Figure 1. Power grid (run 1).
Scale: 3 px per um. Pins as bars on the die edge.
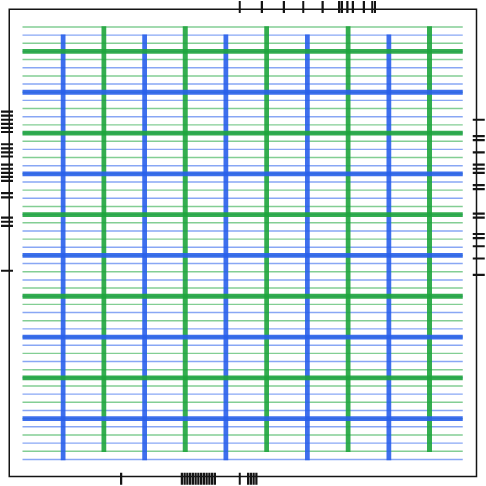
Figure 2. Routed metal per tile (run 1).
Scale: 2 px per um. The die is cut into 31 by 31 equal tiles; dark purple is low, yellow is high, scaled to the fullest tile. Values are wire area over tile area, all layers added.
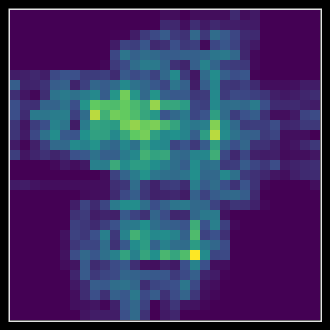
Figure 3. Cell outlines without signal wires (run 1).
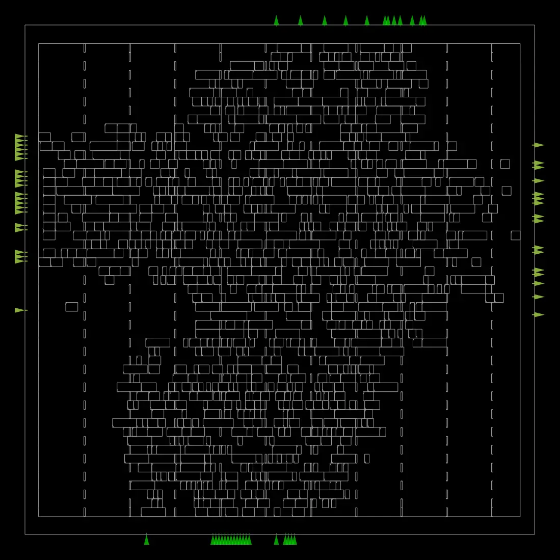
==> config.mk <==
export PLATFORM = sky130hd
export DESIGN_NAME = arith_seq_unit_flat
export DESIGN_NICKNAME = d
export VERILOG_FILES = /design/src/rtl/arith_seq_unit_if.sv /design/src/rtl/arith_seq_unit.sv /design/src/flat_wrapper.sv
export SDC_FILE = /design/constraint.sdc
export NUM_CORES = 1
export LEC_CHECK = 0
export CAP_MARGIN = 5
export CORE_MARGIN = 4
export CORE_UTILIZATION = 30
export DETAILED_ROUTE_END_ITERATION = 7
export SYNTH_ARGS = -nofsm -noshare
export SYNTH_HDL_FRONTEND = slang
export SYNTH_SLANG_ARGS = --single-unit
==> constraint.sdc <==
create_clock -name CLK -period 3 [get_ports CLK]
set_input_delay 0.6 -clock CLK [delete_from_list [all_inputs] [get_ports CLK]]
set_output_delay 0.6 -clock CLK [all_outputs]
set_load 0.1 [all_outputs]
==> src/rtl/arith_seq_unit_if.sv <==
// arith_seq_unit_if -- request/response bundle for the arith_seq_unit coprocessor.
//
// The core side (master) drives the operands and the start request. The
// arithmetic unit (slave) returns its status and the registered result.
//
//   start   request; a rising edge launches one operation
//   mode    0 = divide, 1 = square root
//   a       dividend / sqrt operand (AW bits)
//   b       divisor (BW bits), ignored for sqrt
//   fbits   fraction bits for divide (FBW bits), clamped to MAXF
//   busy    operation in progress
//   done    one-cycle pulse when result/sat/err are valid
//   result  rounded result (QW bits), held until the next done
//   sat     result saturated to all ones, held
//   err     divide-by-zero or unsupported mode, held
interface arith_seq_unit_if #(
   parameter int AW   = 16,
   parameter int BW   = 16,
   parameter int QW   = 24,
   parameter int MAXF = 15
);
   localparam int FBW = $clog2(MAXF + 1);

   logic           start;
   logic           mode;
   logic [AW-1:0]  a;
   logic [BW-1:0]  b;
   logic [FBW-1:0] fbits;
   logic           busy;
   logic           done;
   logic [QW-1:0]  result;
   logic           sat;
   logic           err;

   modport master (
      output start, mode, a, b, fbits,
      input  busy, done, result, sat, err
   );

   modport slave (
      input  start, mode, a, b, fbits,
      output busy, done, result, sat, err
   );
endinterface

==> src/rtl/arith_seq_unit.sv <==
// arith_seq_unit -- multi-cycle fixed-point divide / reciprocal / square root.
//
// Rounded division a*2^fbits/b (reciprocal when a=1) using a restoring
// divider with a fixed latency of AW+MAXF+1 iterations, and optionally a
// rounded integer square root (AW/2 iterations). Results round half-LSB
// upward and saturate to all ones on overflow or divide-by-zero.
//
// Optional feature macro: ARITH_SQRT_EN
//   defined   : mode=1 computes the rounded square root of a
//   undefined : sqrt datapath is absent; mode=1 completes like a
//               divide-by-zero (all ones, sat=1, err=1) one cycle later
//
// Ports:
//   CLK    system clock, all state updates on posedge
//   reset  synchronous, active-high
//   bus    arith_seq_unit_if.slave (start/mode/a/b/fbits in,
//          busy/done/result/sat/err out, all outputs registered)
//
// state  | meaning
// -------+---------------------------------------------------------
// IDLE   | waiting for a rising edge on start
// DIV    | restoring divide, one quotient bit per cycle
// SQRT   | digit-by-digit root, one root bit per cycle
// FINISH | round, saturate, write outputs, pulse done
module arith_seq_unit #(
   parameter int AW   = 16,
   parameter int BW   = 16,
   parameter int QW   = 24,
   parameter int MAXF = 15
) (
   input  logic            CLK,
   input  logic            reset,
   arith_seq_unit_if.slave bus
);
   localparam int FBW = $clog2(MAXF + 1);
   localparam int NW  = AW + MAXF + 1;
   localparam int HW  = AW / 2;
   localparam int MW  = ((NW > QW) ? NW : QW) + 1;
   localparam int CW  = $clog2(NW);
   localparam logic [MW-1:0] QMAX = (MW'(1) << QW) - MW'(1);

   typedef enum logic [1:0] {
      IDLE   = 2'd0,
      DIV    = 2'd1,
      SQRT   = 2'd2,
      FINISH = 2'd3
   } state_t;

   state_t         state;
   logic           start_q;
   logic           busy_r;
   logic           done_r;
   logic [QW-1:0]  result_r;
   logic           sat_r;
   logic           err_r;
   logic           fail_q;
   logic [CW-1:0]  cnt;
   logic [BW-1:0]  b_q;
   logic [NW-1:0]  nq;
   logic [BW-1:0]  div_rem;

   logic [FBW-1:0] fb_clamp;
   logic [NW-1:0]  num_launch;
   logic [BW:0]    div_trial;
   logic [BW:0]    div_next;
   logic           div_ge;
   logic [MW-1:0]  div_round;
   logic           div_unused;

   // nq starts as the shifted numerator; each iteration shifts its MSB into
   // the partial remainder and the new quotient bit into its LSB, so after
   // NW iterations it holds the full quotient.
   always_comb begin
      fb_clamp   = (bus.fbits > FBW'(MAXF)) ? FBW'(MAXF) : bus.fbits;
      num_launch = NW'(bus.a) << (int'(fb_clamp) + 1);
      div_trial  = {div_rem, nq[NW-1]};
      div_ge     = (div_trial >= {1'b0, b_q});
      div_next   = div_ge ? (div_trial - {1'b0, b_q}) : div_trial;
      // quotient carries one extra fraction bit; adding it back rounds half up
      div_round  = MW'(nq >> 1) + MW'(nq[0]);
   end

   // remainder after a restoring step is always below b, so its MSB is zero
   assign div_unused = div_next[BW];

`ifdef ARITH_SQRT_EN
   localparam int SRW = HW + 2;
   localparam int STW = HW + 4;

   logic           mode_q;
   logic [AW-1:0]  sq_x;
   logic [HW-1:0]  sq_s;
   logic [SRW-1:0] sq_rem;
   logic [STW-1:0] sq_trial;
   logic [STW-1:0] sq_sub;
   logic [STW-1:0] sq_next;
   logic           sq_ge;
   logic           sq_round;
   logic [1:0]     sq_unused;

   always_comb begin
      sq_trial = {sq_rem, sq_x[AW-1 -: 2]};
      sq_sub   = STW'({sq_s, 2'b01});
      sq_ge    = (sq_trial >= sq_sub);
      sq_next  = sq_ge ? (sq_trial - sq_sub) : sq_trial;
      // sqrt(a) >= s + 1/2  <=>  a - s^2 > s for integers; an all-ones root
      // would wrap, so it is left unrounded
      sq_round = (sq_rem > SRW'(sq_s)) && (sq_s != '1);
   end

   // remainder never exceeds 2*s, so the top two trial bits are zero
   assign sq_unused = sq_next[STW-1:SRW];
`endif

   always_ff @(posedge CLK) begin
      if (reset) begin
         state    <= IDLE;
         start_q  <= 1'b0;
         busy_r   <= 1'b0;
         done_r   <= 1'b0;
         result_r <= '0;
         sat_r    <= 1'b0;
         err_r    <= 1'b0;
         fail_q   <= 1'b0;
         cnt      <= '0;
         b_q      <= '0;
         nq       <= '0;
         div_rem  <= '0;
`ifdef ARITH_SQRT_EN
         mode_q   <= 1'b0;
         sq_x     <= '0;
         sq_s     <= '0;
         sq_rem   <= '0;
`endif
      end else begin
         start_q <= bus.start;
         done_r  <= 1'b0;
         case (state)
            IDLE: begin
               if (bus.start && !start_q) begin
                  busy_r  <= 1'b1;
                  b_q     <= bus.b;
                  nq      <= num_launch;
                  div_rem <= '0;
`ifdef ARITH_SQRT_EN
                  mode_q  <= bus.mode;
                  sq_x    <= bus.a;
                  sq_s    <= '0;
                  sq_rem  <= '0;
`endif
                  if (bus.mode) begin
`ifdef ARITH_SQRT_EN
                     fail_q <= 1'b0;
                     cnt    <= CW'(HW - 1);
                     state  <= SQRT;
`else
                     fail_q <= 1'b1;
                     state  <= FINISH;
`endif
                  end else if (bus.b == '0) begin
                     fail_q <= 1'b1;
                     state  <= FINISH;
                  end else begin
                     fail_q <= 1'b0;
                     cnt    <= CW'(NW - 1);
                     state  <= DIV;
                  end
               end
            end
            DIV: begin
               nq      <= {nq[NW-2:0], div_ge};
               div_rem <= div_next[BW-1:0];
               if (cnt == '0) state <= FINISH;
               else           cnt   <= cnt - CW'(1);
            end
`ifdef ARITH_SQRT_EN
            SQRT: begin
               sq_x   <= {sq_x[AW-3:0], 2'b00};
               sq_s   <= {sq_s[HW-2:0], sq_ge};
               sq_rem <= sq_next[SRW-1:0];
               if (cnt == '0) state <= FINISH;
               else           cnt   <= cnt - CW'(1);
            end
`endif
            FINISH: begin
               state  <= IDLE;
               busy_r <= 1'b0;
               done_r <= 1'b1;
               if (fail_q) begin
                  result_r <= '1;
                  sat_r    <= 1'b1;
                  err_r    <= 1'b1;
`ifdef ARITH_SQRT_EN
               end else if (mode_q) begin
                  result_r <= QW'(sq_s + HW'(sq_round));
                  sat_r    <= 1'b0;
                  err_r    <= 1'b0;
`endif
               end else if (div_round > QMAX) begin
                  result_r <= '1;
                  sat_r    <= 1'b1;
                  err_r    <= 1'b0;
               end else begin
                  result_r <= div_round[QW-1:0];
                  sat_r    <= 1'b0;
                  err_r    <= 1'b0;
               end
            end
            default: state <= IDLE;
         endcase
      end
   end

   assign bus.busy   = busy_r;
   assign bus.done   = done_r;
   assign bus.result = result_r;
   assign bus.sat    = sat_r;
   assign bus.err    = err_r;
endmodule
==> src/flat_wrapper.sv <==
// flat-port wrapper written by rule: the top's interface ports become plain ports
module arith_seq_unit_flat 
#(
   parameter int AW   = 16,
   parameter int BW   = 16,
   parameter int QW   = 24,
   parameter int MAXF = 15
)
  (CLK, reset, bus_start, bus_mode, bus_a, bus_b, bus_fbits, bus_busy, bus_done, bus_result, bus_sat, bus_err);
  arith_seq_unit_if #(.AW(AW), .BW(BW), .QW(QW), .MAXF(MAXF)) bus_i ();
  input  logic CLK;
  input  logic reset;
  input wire logic [$bits(bus_i.start)-1:0] bus_start;
  input wire logic [$bits(bus_i.mode)-1:0] bus_mode;
  input wire logic [$bits(bus_i.a)-1:0] bus_a;
  input wire logic [$bits(bus_i.b)-1:0] bus_b;
  input wire logic [$bits(bus_i.fbits)-1:0] bus_fbits;
  output wire logic [$bits(bus_i.busy)-1:0] bus_busy;
  output wire logic [$bits(bus_i.done)-1:0] bus_done;
  output wire logic [$bits(bus_i.result)-1:0] bus_result;
  output wire logic [$bits(bus_i.sat)-1:0] bus_sat;
  output wire logic [$bits(bus_i.err)-1:0] bus_err;
  assign bus_i.start = bus_start;
  assign bus_i.mode = bus_mode;
  assign bus_i.a = bus_a;
  assign bus_i.b = bus_b;
  assign bus_i.fbits = bus_fbits;
  assign bus_busy = bus_i.busy;
  assign bus_done = bus_i.done;
  assign bus_result = bus_i.result;
  assign bus_sat = bus_i.sat;
  assign bus_err = bus_i.err;
  arith_seq_unit #(.AW(AW), .BW(BW), .QW(QW), .MAXF(MAXF)) u_core (.CLK(CLK), .reset(reset), .bus(bus_i));
endmodule
==> results.txt, run 1 <==
The flow run is done. Total power density per cell area landed at 647 nW/um^2. Clock insertion delay at the later pin of the skew report landed at 0.36 ns. Inverter count landed at 29.

Pin placement for this block handled about 68 I/O pins. Mux contribution to synthesized area landed at 0.0933. Peak supply drop landed at 0.000457 V. The most critical setup path has its endpoint at u_core.nq[15]$_SDFFE_PP0P_.

Post-detailed-route wirelength per cell landed at 15.7 um. The critical path is of the in -> reg type. Flip-flop count of the largest register, all copies and words added landed at 32.

Count of placed standard cells in the final layout, fillers left out landed at 1,179. Mean number of vias per cell landed at between 5 and 6. The repair_antennas step left the layout with diodes totalling 0. Final non-filler cell area landed at 7950 sq um.

Part of the total power dissipated in combinational logic landed at 0.450. Minimum setup slack after placement landed at -0.170 ns. Met2 routing resource usage after global routing landed at 0.223. In this run the critical register-to-register path is launched from u_core.nq[31]$_SDFFE_PP0P_.

The tree is rooted in a clkbuf_16. Looking at the post-CTS report, the setup buffer insertion count equals 0. The run finished with clean final reports.

Of the total synthesized cell area, the portion taken by AND, OR, NAND and NOR gates is 0.232. Worst setup margin landed at 0.227 ns. In the final report, the number of pins over their slew limit comes to 0. met1 is the most crowded layer.
Back to the opening pictures, Figure 1:
Blue is VSS. Green is VDD.
10 straps on met4. 10 straps on met5.

Back to the opening pictures, Figure 2:
35% of the tiles are nearly empty. The mean over all tiles is 0.12. The fullest tile reaches 0.70.

Back to the opening pictures, Figure 3:
utilization after layout: 0.376
count of flip-flops and latches: 101
Row Count: 53
number of fill cells in the layout: 2,196

## Run 2: what changed since run 1
--- a/config.mk
+++ b/config.mk
@@ -8,6 +8,7 @@
 export CAP_MARGIN = 5
 export CORE_MARGIN = 4
 export CORE_UTILIZATION = 30
+export CTS_CLUSTER_SIZE = 28
 export DETAILED_ROUTE_END_ITERATION = 7
 export SYNTH_ARGS = -nofsm -noshare
 export SYNTH_HDL_FRONTEND = slang
Figure 4. Sizing map (run 2).
Scale: 2 px per um.
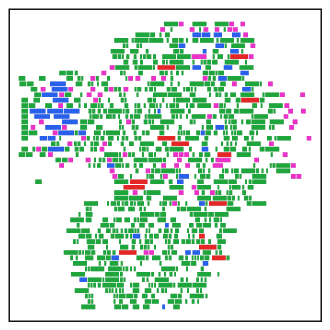
Red is _6 and larger, cells 13, share 1.4%. Blue is _2 cells, cells 45, share 5.0%. Green is _0 and _1 cells, cells 759, share 84%. Magenta is _3 and _4 cells, cells 87, share 9.6%.

Figure 5. Routed metal per tile (run 2).
Scale: 2 px per um. The die is cut into 31 by 31 equal tiles; dark purple is low, yellow is high, scaled to the fullest tile. Values are wire area over tile area, all layers added.
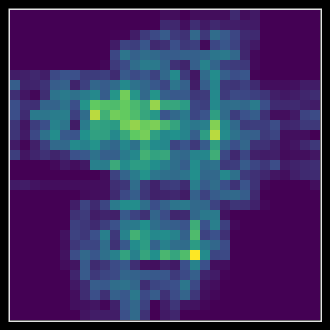
The emptiest ninth of the die: lower right. The fullest tile reaches 0.70. 6.8% of the tiles are over half the peak.

==> results.txt, run 2 <==
The flow run is done. Row count landed at 53 (unchanged). Inverter count landed at 29 (unchanged). The peak supply drop came to 0.000457 V (unchanged). Clock insertion delay at the later pin of the skew report landed at 0.36 ns (about the same). In this run the worst hold path is classified as reg -> reg. The endpoint identified for the worst register-to-register timing path is u_core.div_rem[14]$_SDFFE_PP0P_. The highest metal layer carrying signal wires in the routed design is met4. On the final layout, the worst clock skew is 0.0108 ns.

OpenSTA lists the critical path endpoint as u_core.nq[15]$_SDFFE_PP0P_. The tree is rooted in a clkbuf_16. The utilization after layout was 0.376 (unchanged). The number of placed I/O pins was 68 (unchanged). Per the layout report, the design carries 123 non-clock buffers. Flip-flop count of the largest register, all copies and words added landed at 32 (unchanged).

The largest cell class by area is combinational gates. The total power density per cell area was 647 nW/um^2 (unchanged). Number of max-slew violations in the final report landed at 0 (unchanged).

By startpoint and endpoint, the worst setup path is classified as in -> reg. The flow ran to the end, and the final reports show no timing, DRC or antenna violations. The mux contribution to synthesized area came to 0.0933 (unchanged).

Hold is met by 0.453 ns. Total of warnings raised by yosys landed at 0. Minimum setup slack after placement landed at -0.170 ns (unchanged). Part of the total power dissipated in combinational logic landed at 0.450 (about the same). Checking max transition, the worst relative margin is 0.339. The simple-gate portion of the synthesized area was 0.232 (unchanged). Count of flip-flops and latches landed at 101 (unchanged). Mean number of vias per cell landed at 5.33 (unchanged). Total setup buffers inserted after CTS landed at 0 (unchanged). Layout multi-input combinational cell count landed at 635. The total of fill cells in the finished design was 2,196 (unchanged).

Per the timing report, the most critical flop-to-flop path originates at u_core.nq[31]$_SDFFE_PP0P_. The number of antenna diodes was 0 (unchanged). Setup repair after global routing left no endpoint under its margin. Of the cells placed in the final design, the portion with a size suffix greater than 1 is 0.160. Post-detailed-route wirelength per cell landed at 15.7 um (unchanged). Measured in cells, the most critical reg-to-reg path has a length of 9. The worst setup margin is 0.227 ns (unchanged). Global-route track usage on met3 landed at 0.0270.
Power and IR drop assume default switching activity.
